### config.mk
export PLATFORM = sky130hd
export DESIGN_NAME = wallace_csa_accum
export DESIGN_NICKNAME = d
export VERILOG_FILES = /design/src/rtl/wallace_csa_accum_pkg.sv /design/src/rtl/wallace_csa_accum_csa_3to2.sv /design/src/rtl/wallace_csa_accum.sv
export SDC_FILE = /design/constraint.sdc
export NUM_CORES = 1
export LEC_CHECK = 0
export ABC_AREA = 1
export CORE_UTILIZATION = 40
export DETAILED_ROUTE_END_ITERATION = 16
export GPL_ROUTABILITY_DRIVEN = 1
export SYNTH_ARGS = -nofsm -noshare
export SYNTH_HDL_FRONTEND = slang
export SYNTH_SLANG_ARGS = --single-unit
### constraint.sdc
create_clock -name clk -period 9.3 [get_ports clk]
set_clock_uncertainty 0.2 [all_clocks]
set_input_delay 1.86 -clock clk [delete_from_list [all_inputs] [get_ports clk]]
set_output_delay 1.86 -clock clk [all_outputs]
set_load 0.02 [all_outputs]
### src/rtl/wallace_csa_accum_pkg.sv
// Shared constants and FSM state type for the carry-save mantissa multiplier.
package wallace_csa_accum_pkg;

  localparam int MUL_W          = 20;
  localparam int PROD_W         = 2 * MUL_W;
  localparam int ROWS_PER_CYCLE = 4;
  localparam int N_GROUPS       = MUL_W / ROWS_PER_CYCLE;

  typedef enum logic [1:0] {
    IDLE  = 2'd0,
    ACCUM = 2'd1,
    DONE  = 2'd2
  } state_t;

endpackage

### src/rtl/wallace_csa_accum_csa_3to2.sv
// Generic-width 3:2 carry-save row: bitwise full adders, carry pre-shifted to
// its weight and truncated to the vector width.
module csa_3to2 #(
  parameter int W = 40
) (
  input  logic [W-1:0] i_x,
  input  logic [W-1:0] i_y,
  input  logic [W-1:0] i_z,
  output logic [W-1:0] o_sum,
  output logic [W-1:0] o_carry
);

  logic [W-1:0] w_maj;

  assign o_sum   = i_x ^ i_y ^ i_z;
  assign w_maj   = (i_x & i_y) | (i_x & i_z) | (i_y & i_z);
  assign o_carry = w_maj << 1;

endmodule

### src/rtl/wallace_csa_accum.sv
// Multi-cycle carry-save partial-product reducer producing a redundant sum/carry
// pair. Optional early exit on exhausted multiplier bits: WALLACE_ZERO_SKIP_EN.
module wallace_csa_accum #(
  parameter int WIDTH          = wallace_csa_accum_pkg::MUL_W,
  parameter int ROWS_PER_CYCLE = wallace_csa_accum_pkg::ROWS_PER_CYCLE
) (
  input  logic               clk,
  input  logic               rst_n,
  input  logic               in_valid,
  output logic               in_ready,
  input  logic [WIDTH-1:0]   in_a,
  input  logic [WIDTH-1:0]   in_b,
  output logic               out_valid,
  input  logic               out_ready,
  output logic [2*WIDTH-1:0] out_sum,
  output logic [2*WIDTH-1:0] out_carry
);

  import wallace_csa_accum_pkg::state_t;
  import wallace_csa_accum_pkg::IDLE;
  import wallace_csa_accum_pkg::ACCUM;
  import wallace_csa_accum_pkg::DONE;

  localparam int PW = 2 * WIDTH;
  localparam int NG = WIDTH / ROWS_PER_CYCLE;
  localparam int CW = (NG > 1) ? $clog2(NG) : 1;
  localparam logic [CW-1:0] LAST_CNT = CW'(NG - 1);

  if ((WIDTH % ROWS_PER_CYCLE) != 0) begin : g_bad_cfg
    $error("WIDTH must be a multiple of ROWS_PER_CYCLE");
  end

  state_t          r_state;
  logic [CW-1:0]   r_cnt;
  logic [PW-1:0]   r_a_sh;
  logic [WIDTH-1:0] r_b_sh;
  logic [PW-1:0]   r_s;
  logic [PW-1:0]   r_c;
  logic            r_out_valid;
  logic            r_in_ready;

  logic [PW-1:0]   w_rows [ROWS_PER_CYCLE];
  logic [PW-1:0]   w_s_nxt;
  logic [PW-1:0]   w_c_nxt;
  logic            w_last;

  // Operands are pre-shifted each group so the current rows always sit at
  // multiplier bits [ROWS_PER_CYCLE-1:0] and multiplicand offset 0..R-1.
  always_comb begin
    // NOTE: default every element first so no path leaves a latch behind.
    w_rows = '{default: '0};
    for (int k = 0; k < ROWS_PER_CYCLE; k++) begin
      w_rows[k] = r_b_sh[k] ? (r_a_sh << k) : '0;
    end
  end

  if (ROWS_PER_CYCLE == 4) begin : g_tree
    logic [PW-1:0] w_s1a, w_c1a, w_s1b, w_c1b, w_s2, w_c2;

    csa_3to2 #(.W(PW)) u_l1a (.i_x(r_s),       .i_y(r_c),       .i_z(w_rows[0]),
                              .o_sum(w_s1a),   .o_carry(w_c1a));
    csa_3to2 #(.W(PW)) u_l1b (.i_x(w_rows[1]), .i_y(w_rows[2]), .i_z(w_rows[3]),
                              .o_sum(w_s1b),   .o_carry(w_c1b));
    csa_3to2 #(.W(PW)) u_l2  (.i_x(w_s1a),     .i_y(w_c1a),     .i_z(w_s1b),
                              .o_sum(w_s2),    .o_carry(w_c2));
    csa_3to2 #(.W(PW)) u_l3  (.i_x(w_s2),      .i_y(w_c2),      .i_z(w_c1b),
                              .o_sum(w_s_nxt), .o_carry(w_c_nxt));
  end else begin : g_chain
    logic [PW-1:0] w_s_ch [ROWS_PER_CYCLE+1];
    logic [PW-1:0] w_c_ch [ROWS_PER_CYCLE+1];

    assign w_s_ch[0] = r_s;
    assign w_c_ch[0] = r_c;
    for (genvar k = 0; k < ROWS_PER_CYCLE; k++) begin : g_stage
      csa_3to2 #(.W(PW)) u_csa (.i_x(w_s_ch[k]), .i_y(w_c_ch[k]), .i_z(w_rows[k]),
                                .o_sum(w_s_ch[k+1]), .o_carry(w_c_ch[k+1]));
    end
    assign w_s_nxt = w_s_ch[ROWS_PER_CYCLE];
    assign w_c_nxt = w_c_ch[ROWS_PER_CYCLE];
  end

`ifdef WALLACE_ZERO_SKIP_EN
  assign w_last = (r_cnt == LAST_CNT) || ((r_b_sh >> ROWS_PER_CYCLE) == '0);
`else
  assign w_last = (r_cnt == LAST_CNT);
`endif

  always_ff @(posedge clk) begin
    // NOTE: non-blocking assignments so every register samples pre-edge values.
    if (!rst_n) begin
      r_state     <= IDLE;
      r_cnt       <= '0;
      r_s         <= '0;
      r_c         <= '0;
      r_out_valid <= 1'b0;
      r_in_ready  <= 1'b1;
    end else begin
      case (r_state)
        IDLE: begin
          if (in_valid) begin
            r_s        <= '0;
            r_c        <= '0;
            r_cnt      <= '0;
            r_in_ready <= 1'b0;
            r_state    <= ACCUM;
          end
        end
        ACCUM: begin
          r_s   <= w_s_nxt;
          r_c   <= w_c_nxt;
          r_cnt <= r_cnt + 1'b1;
          if (w_last) begin
            r_out_valid <= 1'b1;
            r_state     <= DONE;
          end
        end
        DONE: begin
          if (out_ready) begin
            r_out_valid <= 1'b0;
            r_in_ready  <= 1'b1;
            r_state     <= IDLE;
          end
        end
        default: begin
          r_out_valid <= 1'b0;
          r_in_ready  <= 1'b1;
          r_state     <= IDLE;
        end
      endcase
    end
  end

  // NOTE: operand registers carry no reset; IDLE always reloads them before use.
  always_ff @(posedge clk) begin
    if (r_state == IDLE && in_valid) begin
      r_a_sh <= PW'(in_a);
      r_b_sh <= in_b;
    end else if (r_state == ACCUM) begin
      r_a_sh <= r_a_sh << ROWS_PER_CYCLE;
      r_b_sh <= r_b_sh >> ROWS_PER_CYCLE;
    end
  end

  assign in_ready  = r_in_ready;
  assign out_valid = r_out_valid;
  assign out_sum   = r_s;
  assign out_carry = r_c;

endmodule

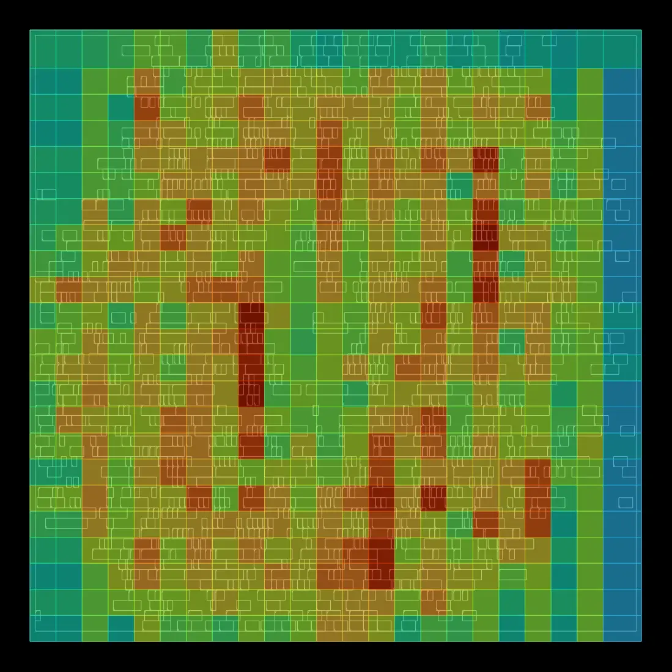
Run 1: congestion heat map
total track usage: 0.191
drt wl/cell: 13.8 µm
met2 Track Usage GR: 0.317
met1 Usage GRT: 0.258
post-layout util: 0.491

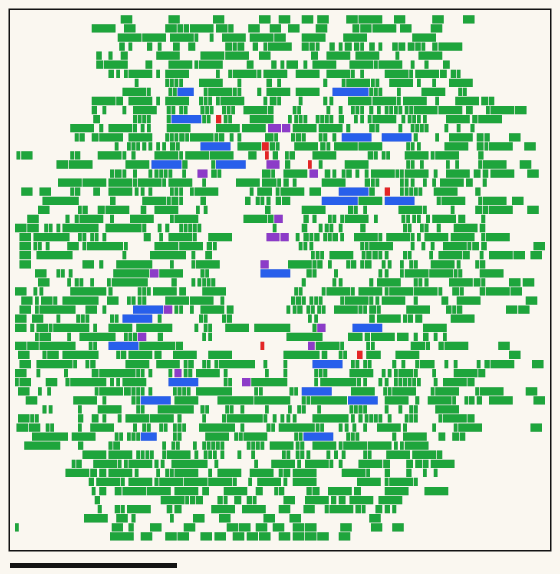
Run 1: sizing map
Scale bar: 50 µm.
| size | color | cells | share |
|---|---|---|---|
| x2 | red | 7 | 0.52% |
| x1 and smaller | green | 1305 | 97% |
| x6 and larger | blue | 23 | 1.7% |
| x3 and x4 | purple | 16 | 1.2% |
fin worst setup slack: 5.50 ns
Syn-to-layout area delta: 20.4%
Plain + repair buffers: 132
final instance area: 0.0123 mm²

==> flow_summary.json, run 1 <==
{
  "syn_inst": 1242,
  "setup_viol": 0,
  "regArea_mm2": 0.00328,
  "hp-class": "reg2reg",
  "taps": 330,
  "p_leak_nw": 5.88,
  "vias_per_cell": 4.60,
  "maxCapViolCount": 0,
  "clkSlewWorstSetupHoldPaths_ns": 0.06,
  "grt_overflow": 0,
  "vdd_drop_max_mv": 0.111,
  "wl_met3_um": 943,
  "top_cell": "nand2_1",
  "die_width_um": 162,
  "n_all_inverters": 287,
  "ys_sh_adder": 0.294,
  "min_period_over_period": 0.408,
  "core_mm2": 0.0251,
  "numPortBuffers": 122,
  "ys_seq_frac": 0.321,
  "die-area_mm2": 0.0262,
  "met1_length_mm": 11.0,
  "hold_path_end": "r_a_sh[39]",
  "top_power_group": "sequential cells",
  "nClkBuffers": 24,
  "status": "finished, final reports clean",
  "dpl_worst_slack_ns": 5.06,
  "combinationalPowerShare": 0.341,
  "ctsRootBufferMaster": "clkbuf_16",
  "r2r_slack_ns": 5.95,
  "die_h_um": 162,
  "buf_share": 0.105,
  "dr.pass1.iters": 5,
  "grt_max_degree": 82,
  "critPathLaunch": "in_valid",
  "synth_flops": 144,
  "place_inst": 1649,
  "reg2reg_depth": 9,
  "cp_top_family": "buffers and inverters",
  "drt_iter0_drc": 484,
  "clkLatencyLatePin_ns": 0.42,
  "powerDensity_mw_per_mm2": 189,
  "synth-edff-count": 40
}
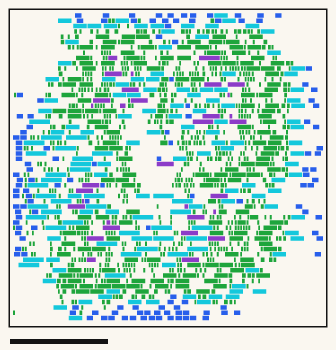
Run 1: cells colored by class
Scale bar: 50 µm.
| class | color | cells | share of their area |
|---|---|---|---|
| remaining buffers and delay cells | blue | 132 | 11% |
| remaining logic cells | green | 1043 | 56% |
| registers | cyan | 144 | 28% |
| clock drivers and dummy loads | purple | 32 | 5.1% |
Seq/total area: 0.267
Rows: 58

run 1: layout by cell type, fill, tap and decap left out:
cell type and n:
nand2_1 395, inv_1 283, fa_1 146, clkdlybuf4s50_1 122
dfxtp_1 104, a21oi_1 102, or2_0 49, edfxtp_1 40
or2_1 23, clkbuf_16 19, nor2_1 11, buf_4 10
nand3_1 7, ha_1 7, o21ai_0 4, inv_2 3
nor2_4 3, conb_1 3, clkinv_2 3, clkbuf_1 3
clkbuf_8 2, inv_4 2, bufinv_16 2, clkinv_1 1
o21a_1 1, nor3_1 1, or2_2 1, o211ai_1 1
a21o_1 1, nor3b_1 1, clkinv_4 1
run 1: registers in the layout (all words and copies together), names as in the netlist:
name	count
out_sum	40
in_ready	1
r_cnt	3
r_a_sh	40
out_carry	37
r_state	2
r_b_sh	20
out_valid	1
Run 1, register map, names as in the netlist:
Scale bar: 50 µm. Other sequential cells in the stronger gray, the rest of the logic in the fainter gray.
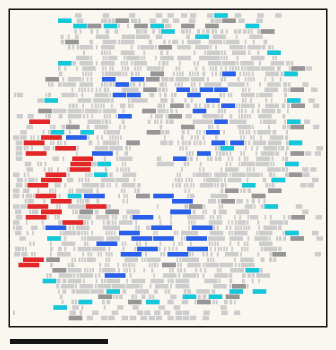

## Run 2: what changed since run 1
Clock period 9.3 ns to 3.9 ns, I/O delays scaled along.
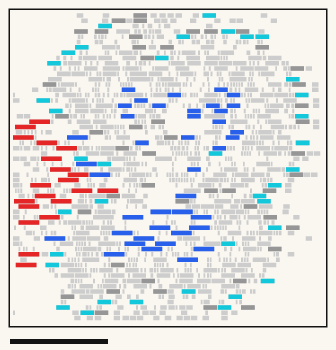
Run 2: register map, names as in the netlist
Scale bar: 50 µm. Other sequential cells in the stronger gray, the rest of the logic in the fainter gray.
| name in the netlist | color | placed flops |
|---|---|---|
| r_a_sh | blue | 40 |
| out_carry | cyan | 37 |
| r_b_sh | red | 20 |
FF/Latch Area: 0.00328 mm²
Seq/total area: 0.266
seq pwr: 1.95 mW
post-layout util: 0.492

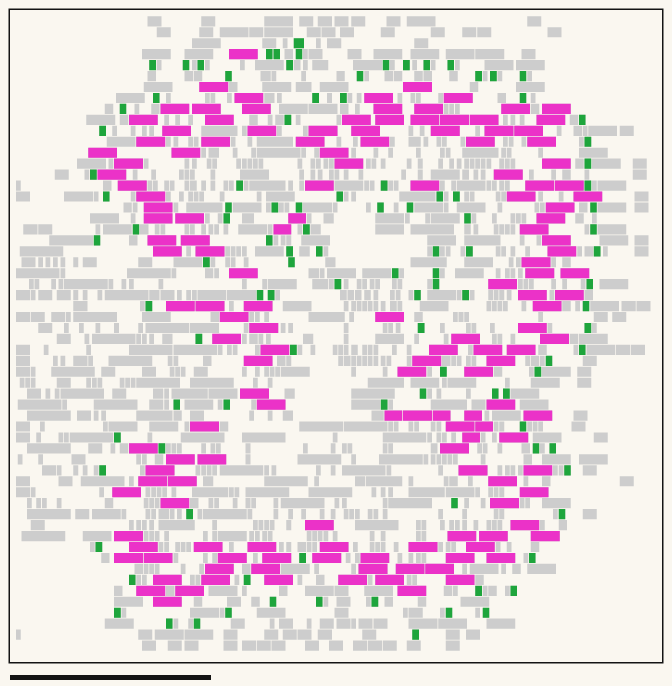
Run 2: gate families picked out
Scale bar: 50 µm.
| family | color | cells | most used |
|---|---|---|---|
| fa/ha/maj cells | magenta | 153 | fa_1 |
| aoi and oai cells | green | 107 | a21oi_1 |
multi-input combinational area share: 0.457
Commonest Layout Cell: nand2_1
Post-Layout Cell Count: 1683

==> flow_summary.json, run 2 <==
{
  "fin_ws_ns": 0.666,
  "wl_met3_mm": 1.18,
  "final_cell_mix": "395 x nand2_1, 283 x inv_1, 146 x fa_1",
  "vdd_drop_max_mv": 0.252,
  "row_count": 58,
  "hp-class": "reg2reg",
  "use_met2": 0.318,
  "status": "finished, final reports clean",
  "fin_area_mm2": 0.0123,
  "powerDensity_mw_per_mm2": 446,
  "grt_overflow": 0,
  "die_h_um": 162,
  "dr.pass1.iters": 5,
  "synth_flops": 144,
  "vias_per_cell": 4.51,
  "min_period_over_period": 0.829,
  "synth-edff-count": 40,
  "ctsRootBufferMaster": "clkbuf_16",
  "met1_length_mm": 10.7,
  "area_growth_pct": 20.6,
  "grt_usage": 0.193,
  "numPortBuffers": 122,
  "grt_max_degree": 80
}
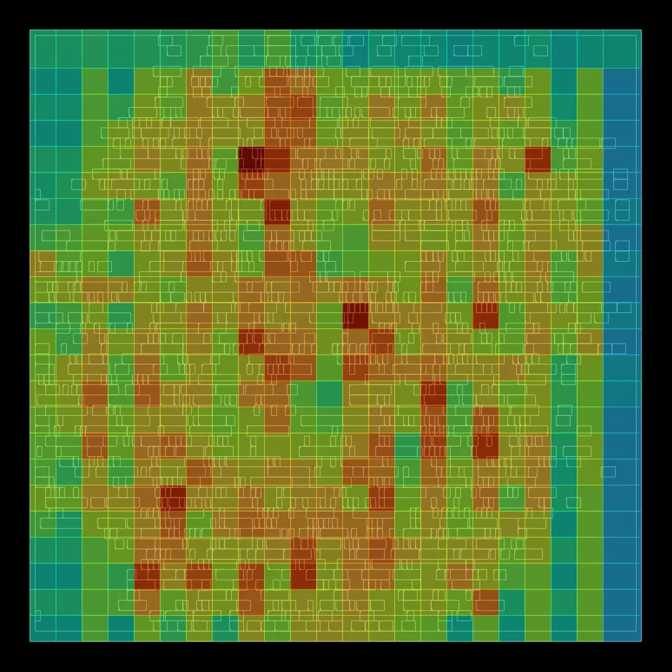
Run 2: congestion heat map
met1 Usage GRT: 0.258
drt wl/cell: 13.7 µm

## run 2: worst paths after layout
path              cells after the start       from  slack [ns]         end
setup / recovery                      9  r_b_sh[3]        0.67  out_sum[4]
hold / removal                        2   r_cnt[1]        0.29    r_cnt[1]
setup reg to reg                      9  r_b_sh[3]        0.67  out_sum[4]
hold reg to reg                       2   r_cnt[1]        0.29    r_cnt[1]
## run 2: cell type report
type                    count  share of cell area
multi-input cells         756               0.457
flip-flops and latches    144               0.266
repair buffers            134               0.108
inverters                 287              0.0873
clock buffers              17              0.0345
well taps                 330              0.0335
clock inverters            15              0.0138
## run 2: report_power, final
group,internal (mW),total [mW],switching (mW)
clock network,1.00,1.67,0.672
registers,1.74,1.95,0.204
logic,0.774,1.88,1.11
total,3.52,5.50,1.99
Power is estimated from default activity; no workload was simulated.
